--- src/rtl/adc_sd_nano_if.sv ---
// Sample output handshake between the sigma-delta converter and its consumer.
interface adc_sd_nano_if #(
  parameter int OUT_W = 16
);
  logic [OUT_W-1:0] ADCout;
  logic             ADCvalid;
  logic             ADCready;
  logic             Overrun;

  modport master (
    output ADCout,
    output ADCvalid,
    output Overrun,
    input  ADCready
  );

  modport slave (
    input  ADCout,
    input  ADCvalid,
    input  Overrun,
    output ADCready
  );
endinterface

--- src/rtl/adc_sd_nano.sv ---
// First-order sigma-delta ADC front end: synchronised comparator feedback,
// boxcar decimation over 2^DECIM_LOG2 clocks, excess-2^15 output samples.
module adc_sd_nano #(
  parameter int DECIM_LOG2 = 8,
  parameter int OUT_W      = 16
) (
  input  logic          Clk,
  input  logic          Reset,
  input  logic          Enable,
  input  logic          CompIn,
  output logic          FbOut,
  adc_sd_nano_if.master adc
);

  localparam int SH = OUT_W - DECIM_LOG2;
  localparam logic [OUT_W-1:0] MID_CODE = {1'b1, {(OUT_W-1){1'b0}}};

  typedef enum logic [1:0] {IDLE, SETTLE, RUN} state_t;

  state_t state, state_nx;

  logic                  comp_m;
  logic                  comp_s;
  logic [DECIM_LOG2-1:0] win_cnt;
  logic [DECIM_LOG2:0]   acc;
  logic [DECIM_LOG2:0]   acc_sum;
  logic [OUT_W-1:0]      scaled;
  logic                  active;
  logic                  win_wrap;
  logic                  win_end_run;

  // State register.
  always_ff @(posedge Clk) begin
    if (Reset) state <= IDLE;
    else       state <= state_nx;
  end

  // Next-state logic: Enable low returns to IDLE from anywhere.
  always_comb begin
    state_nx = state;
    if (!Enable) begin
      state_nx = IDLE;
    end else begin
      unique case (state)
        IDLE:    state_nx = SETTLE;
        SETTLE:  if (win_wrap) state_nx = RUN;
        RUN:     state_nx = RUN;
        default: state_nx = IDLE;
      endcase
    end
  end

  // FSM-derived controls: window end is the counter wrap cycle.
  always_comb begin
    active      = (state != IDLE);
    win_wrap    = active && (win_cnt == '1);
    win_end_run = (state == RUN) && win_wrap;
  end

  // Two-flop synchroniser on the comparator, then registered feedback.
  always_ff @(posedge Clk) begin
    if (Reset) begin
      comp_m <= 1'b0;
      comp_s <= 1'b0;
      FbOut  <= 1'b0;
    end else begin
      comp_m <= CompIn;
      comp_s <= comp_m;
      FbOut  <= active ? comp_s : 1'b0;
    end
  end

  // Window counter: held at zero in IDLE, so SETTLE entry starts at zero and
  // the wrap itself provides the clear on RUN entry.
  always_ff @(posedge Clk) begin
    if (Reset || !active) win_cnt <= '0;
    else                  win_cnt <= win_cnt + DECIM_LOG2'(1);
  end

  // Ones count including the current cycle, and its scaled output code.
  always_comb begin
    acc_sum = acc + (DECIM_LOG2+1)'(comp_s);
    if (acc_sum[DECIM_LOG2]) scaled = '1;
    else                     scaled = OUT_W'(acc_sum[DECIM_LOG2-1:0]) << SH;
  end

  // Accumulator: the window-end cycle's comp_s is folded into the sample via
  // acc_sum, so clearing here makes the next window start from its own
  // first comp_s; SETTLE and IDLE keep it at zero.
  always_ff @(posedge Clk) begin
    if (Reset || state != RUN || win_wrap) acc <= '0;
    else                                   acc <= acc_sum;
  end

  // Output sample, valid handshake and sticky overrun.
  always_ff @(posedge Clk) begin
    if (Reset) begin
      adc.ADCout   <= MID_CODE;
      adc.ADCvalid <= 1'b0;
      adc.Overrun  <= 1'b0;
    end else if (win_end_run) begin
      adc.ADCout   <= scaled;
      adc.ADCvalid <= 1'b1;
      if (adc.ADCvalid && !adc.ADCready) adc.Overrun <= 1'b1;
    end else if (adc.ADCvalid && adc.ADCready) begin
      adc.ADCvalid <= 1'b0;
    end
  end

endmodule

--- src/flat_wrapper.sv ---
// flat-port wrapper written by rule: the top's interface ports become plain ports
module adc_sd_nano_flat 
#(
  parameter int DECIM_LOG2 = 8,
  parameter int OUT_W      = 16
)
  (Clk, Reset, Enable, CompIn, FbOut, adc_ADCout, adc_ADCvalid, adc_Overrun, adc_ADCready);
  adc_sd_nano_if #(.OUT_W(OUT_W)) adc_i ();
  input  logic Clk;
  input  logic Reset;
  input  logic Enable;
  input  logic CompIn;
  output logic FbOut;
  output wire logic [$bits(adc_i.ADCout)-1:0] adc_ADCout;
  output wire logic [$bits(adc_i.ADCvalid)-1:0] adc_ADCvalid;
  output wire logic [$bits(adc_i.Overrun)-1:0] adc_Overrun;
  input wire logic [$bits(adc_i.ADCready)-1:0] adc_ADCready;
  assign adc_ADCout = adc_i.ADCout;
  assign adc_ADCvalid = adc_i.ADCvalid;
  assign adc_Overrun = adc_i.Overrun;
  assign adc_i.ADCready = adc_ADCready;
  adc_sd_nano #(.DECIM_LOG2(DECIM_LOG2), .OUT_W(OUT_W)) u_core (.Clk(Clk), .Reset(Reset), .Enable(Enable), .CompIn(CompIn), .FbOut(FbOut), .adc(adc_i));
endmodule
--- config.mk ---
export PLATFORM = sky130hd
export DESIGN_NAME = adc_sd_nano_flat
export DESIGN_NICKNAME = d
export VERILOG_FILES = /design/src/rtl/adc_sd_nano_if.sv /design/src/rtl/adc_sd_nano.sv /design/src/flat_wrapper.sv
export SDC_FILE = /design/constraint.sdc
export NUM_CORES = 1
export LEC_CHECK = 0
export CAP_MARGIN = 40
export CORE_ASPECT_RATIO = 0.75
export CORE_MARGIN = 5
export CORE_UTILIZATION = 46
export CTS_CLUSTER_DIAMETER = 120
export DETAILED_ROUTE_END_ITERATION = 6
export PLACE_DENSITY = 0.79
export SLEW_MARGIN = 10
export SYNTH_ARGS = -nofsm -noshare
export SYNTH_HDL_FRONTEND = slang
export SYNTH_SLANG_ARGS = --single-unit
--- constraint.sdc ---
create_clock -name Clk -period 1.9 [get_ports Clk]
set_clock_uncertainty 0.05 [all_clocks]
set_input_delay 0.19 -clock Clk [delete_from_list [all_inputs] [get_ports Clk]]
set_output_delay 0.19 -clock Clk [all_outputs]
set_load 0.005 [all_outputs]
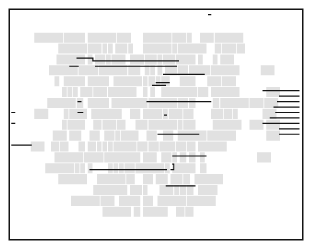
**Above:** met3 routing.
Scale: 4 px per µm.
wire length on this layer: 193 µm
nets with wire on the layer: 21
main direction: horizontal
longest straight run: 21.4 µm

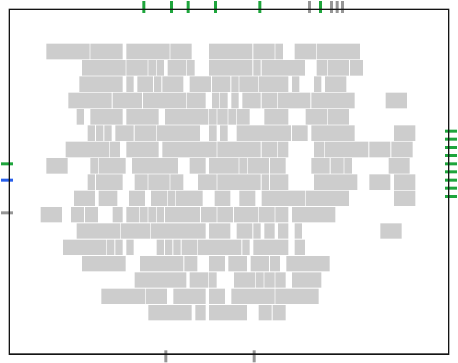
**Above:** pin map.
Scale: 6 px per µm. Pins as bars across the die edge, other pins in grey.
| port | colour | pins | direction | edge |
|---|---|---|---|---|
| adc_ADCout | green | 16 | output | 9 right, 6 top, 1 left |
| Reset | blue | 1 | input | left |

==> Implementation_results.wiki <==
== Implementation results ==
{| class="wikitable"
! Metric !! Value
|-
| Combinational Area || 641 µm²
|-
| Quantity of I/O buffers inserted on ports || 23
|-
| Area leader, netlist || dfxtp_1
|-
| Layout inverter count without the clock tree || 16
|-
| N_diodes || 0
|-
| Reg clk slew, reported paths || 60 ps
|-
| Post-layout instance count excluding filler cells || 218
|-
| Buffers & Inverters on Critical Path || 2
|-
| Path type of the worst min-delay path || reg -> reg
|-
| CTS HTree Levels || 2
|-
| Net Switching || 0.000287 W
|-
| Transition time of the tightest slew-check pin || 464 ps
|-
| Layout filler cell count || 212
|-
| Final period demand of the worst path || 1880 ps
|-
| Final tally of setup violations || 0
|-
| Setup TNS || 0 ps
|-
| Number of buffers on the longest clock path || 2
|-
| Router iterations before antenna repair || 4
|-
| Max transition margin || 68.8%
|-
| Total die size || 0.00418 mm²
|-
| Total Wirelength || 3120 µm
|-
| Clk ins delay skew pair || 290 ps
|-
| N_taps || 38
|-
| Clkbuf count || 6
|-
| Area fraction in full adders, half adders and majority gates || 5.48%
|-
| Top cell class by occupied area || sequential cells
|-
| Leak || 0.646 nW
|-
| # DRC || 0
|-
| Post-synth tally of flip-flops with integrated enable || 0
|-
| Cell depth of the worst setup path || 7
|-
| Synthesis area per yosys || 0.00137 mm²
|-
| Power density normalized to cell area || 674 mW/mm²
|-
| Flip-flop cell with the highest count after synthesis || dfxtp_1
|-
| Compound-Gate Fraction of Synth Area || 10.7%
|-
| Status || complete, no violations
|-
| Number of rows in the core area || 17
|-
| RSZ-0062 raised after global routing || true
|-
| Mean post-synth cell area || 9.64 µm²
|-
| Achievable clock frequency || 0.533 GHz
|-
| Synthesis-to-finish area growth || 38.3%
|-
| FP Util || 47.3%
|-
| Post-placement cell area || 0.00169 mm²
|-
| Heaviest power group || registers
|-
| Number of nets in the layout || 190
|-
| Async S/R FF share, synth || 0%
|-
| Clk pwr share || 39.6%
|-
| Fin crit share || 98.7%
|-
| Area leader share || 48.3%
|-
| Final tally of hold violations || 0
|-
| Number of standard cells after synthesis || 142
|-
| Relative contribution of sequential cells to total power || 55.1%
|-
| Layout cells sized above 1 || 24.4%
|-
| CTS sink cnt || 33
|-
| Setup WS post-layout || 24.3 ps
|-
| Min Hold Slack || 395 ps
|-
| Most numerous cell in the Yosys netlist || dfxtp_1
|-
| Startpoint Class || register
|-
| Worst ir drop on vdd || 0.000465 V
|-
| Initial antenna violation count || 0
|-
| Startpoint of the tightest hold check path || u_core.comp_s
|-
| Floorplan Nets || 153
|-
| CTS tree || built
|-
| Launch point of the critical path || u_core.state[1]
|-
| Finished layout cell area || 0.00189 mm²
|-
| Ranking of synthesized cells by instance count || dfxtp_1, nor2_1, inv_1
|-
| Worst R2R Setup Slack || 20 ps
|-
| HPWL after detailed placement || 2160 µm
|}
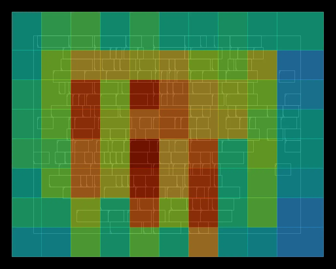
**Above:** routing congestion.
met1 Usage GRT: 16.8%
GR Util met2: 27.3%
Core Util, Final: 65.4%
met3 usage in global routing: 6.16%
DR WL/cell: 14.3 µm

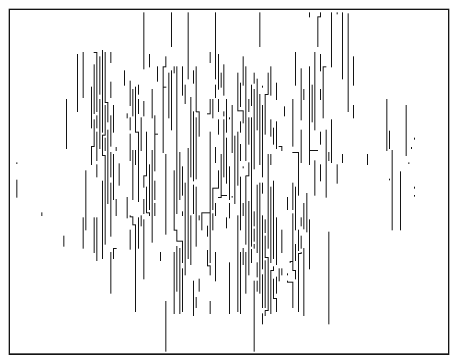
**Above:** M2 wires.
Scale: 6 px per µm.
wire length on this layer: 1,580 µm
share of all routed wire: 51%
nets with wire on the layer: 173
main direction: vertical

[timing repair]
item                       4_1_cts  5_1_grt
resized                          2       17
cloned                           0        1
pin swaps                        1        3
setup buffers                    0        3
setup endpoints to repair        3       12
hold buffers                     0        0
[layout by cell type, fill, tap and decap left out, drive strengths merged, types with 3 or more instances in the layout]
master,instances
inv,16
nor2b,4
buf,16
nor2,21
ha,6
a221oi,7
clkdlybuf4s50,23
xnor2,8
a21oi,3
nand2,5
dfxtp,33
nand3,5
clkbuf,7
nor3,4
[sequential cells by signal, indices dropped and copies added (netlist names)]
signal / cells
u_core.FbOut: 1
u_core.acc: 9
u_core.adc.ADCout: 9
u_core.adc.ADCvalid: 1
u_core.adc.Overrun: 1
u_core.comp_m: 1
u_core.comp_s: 1
u_core.state: 2
u_core.win_cnt: 8
Power is estimated from default activity; no workload was simulated.
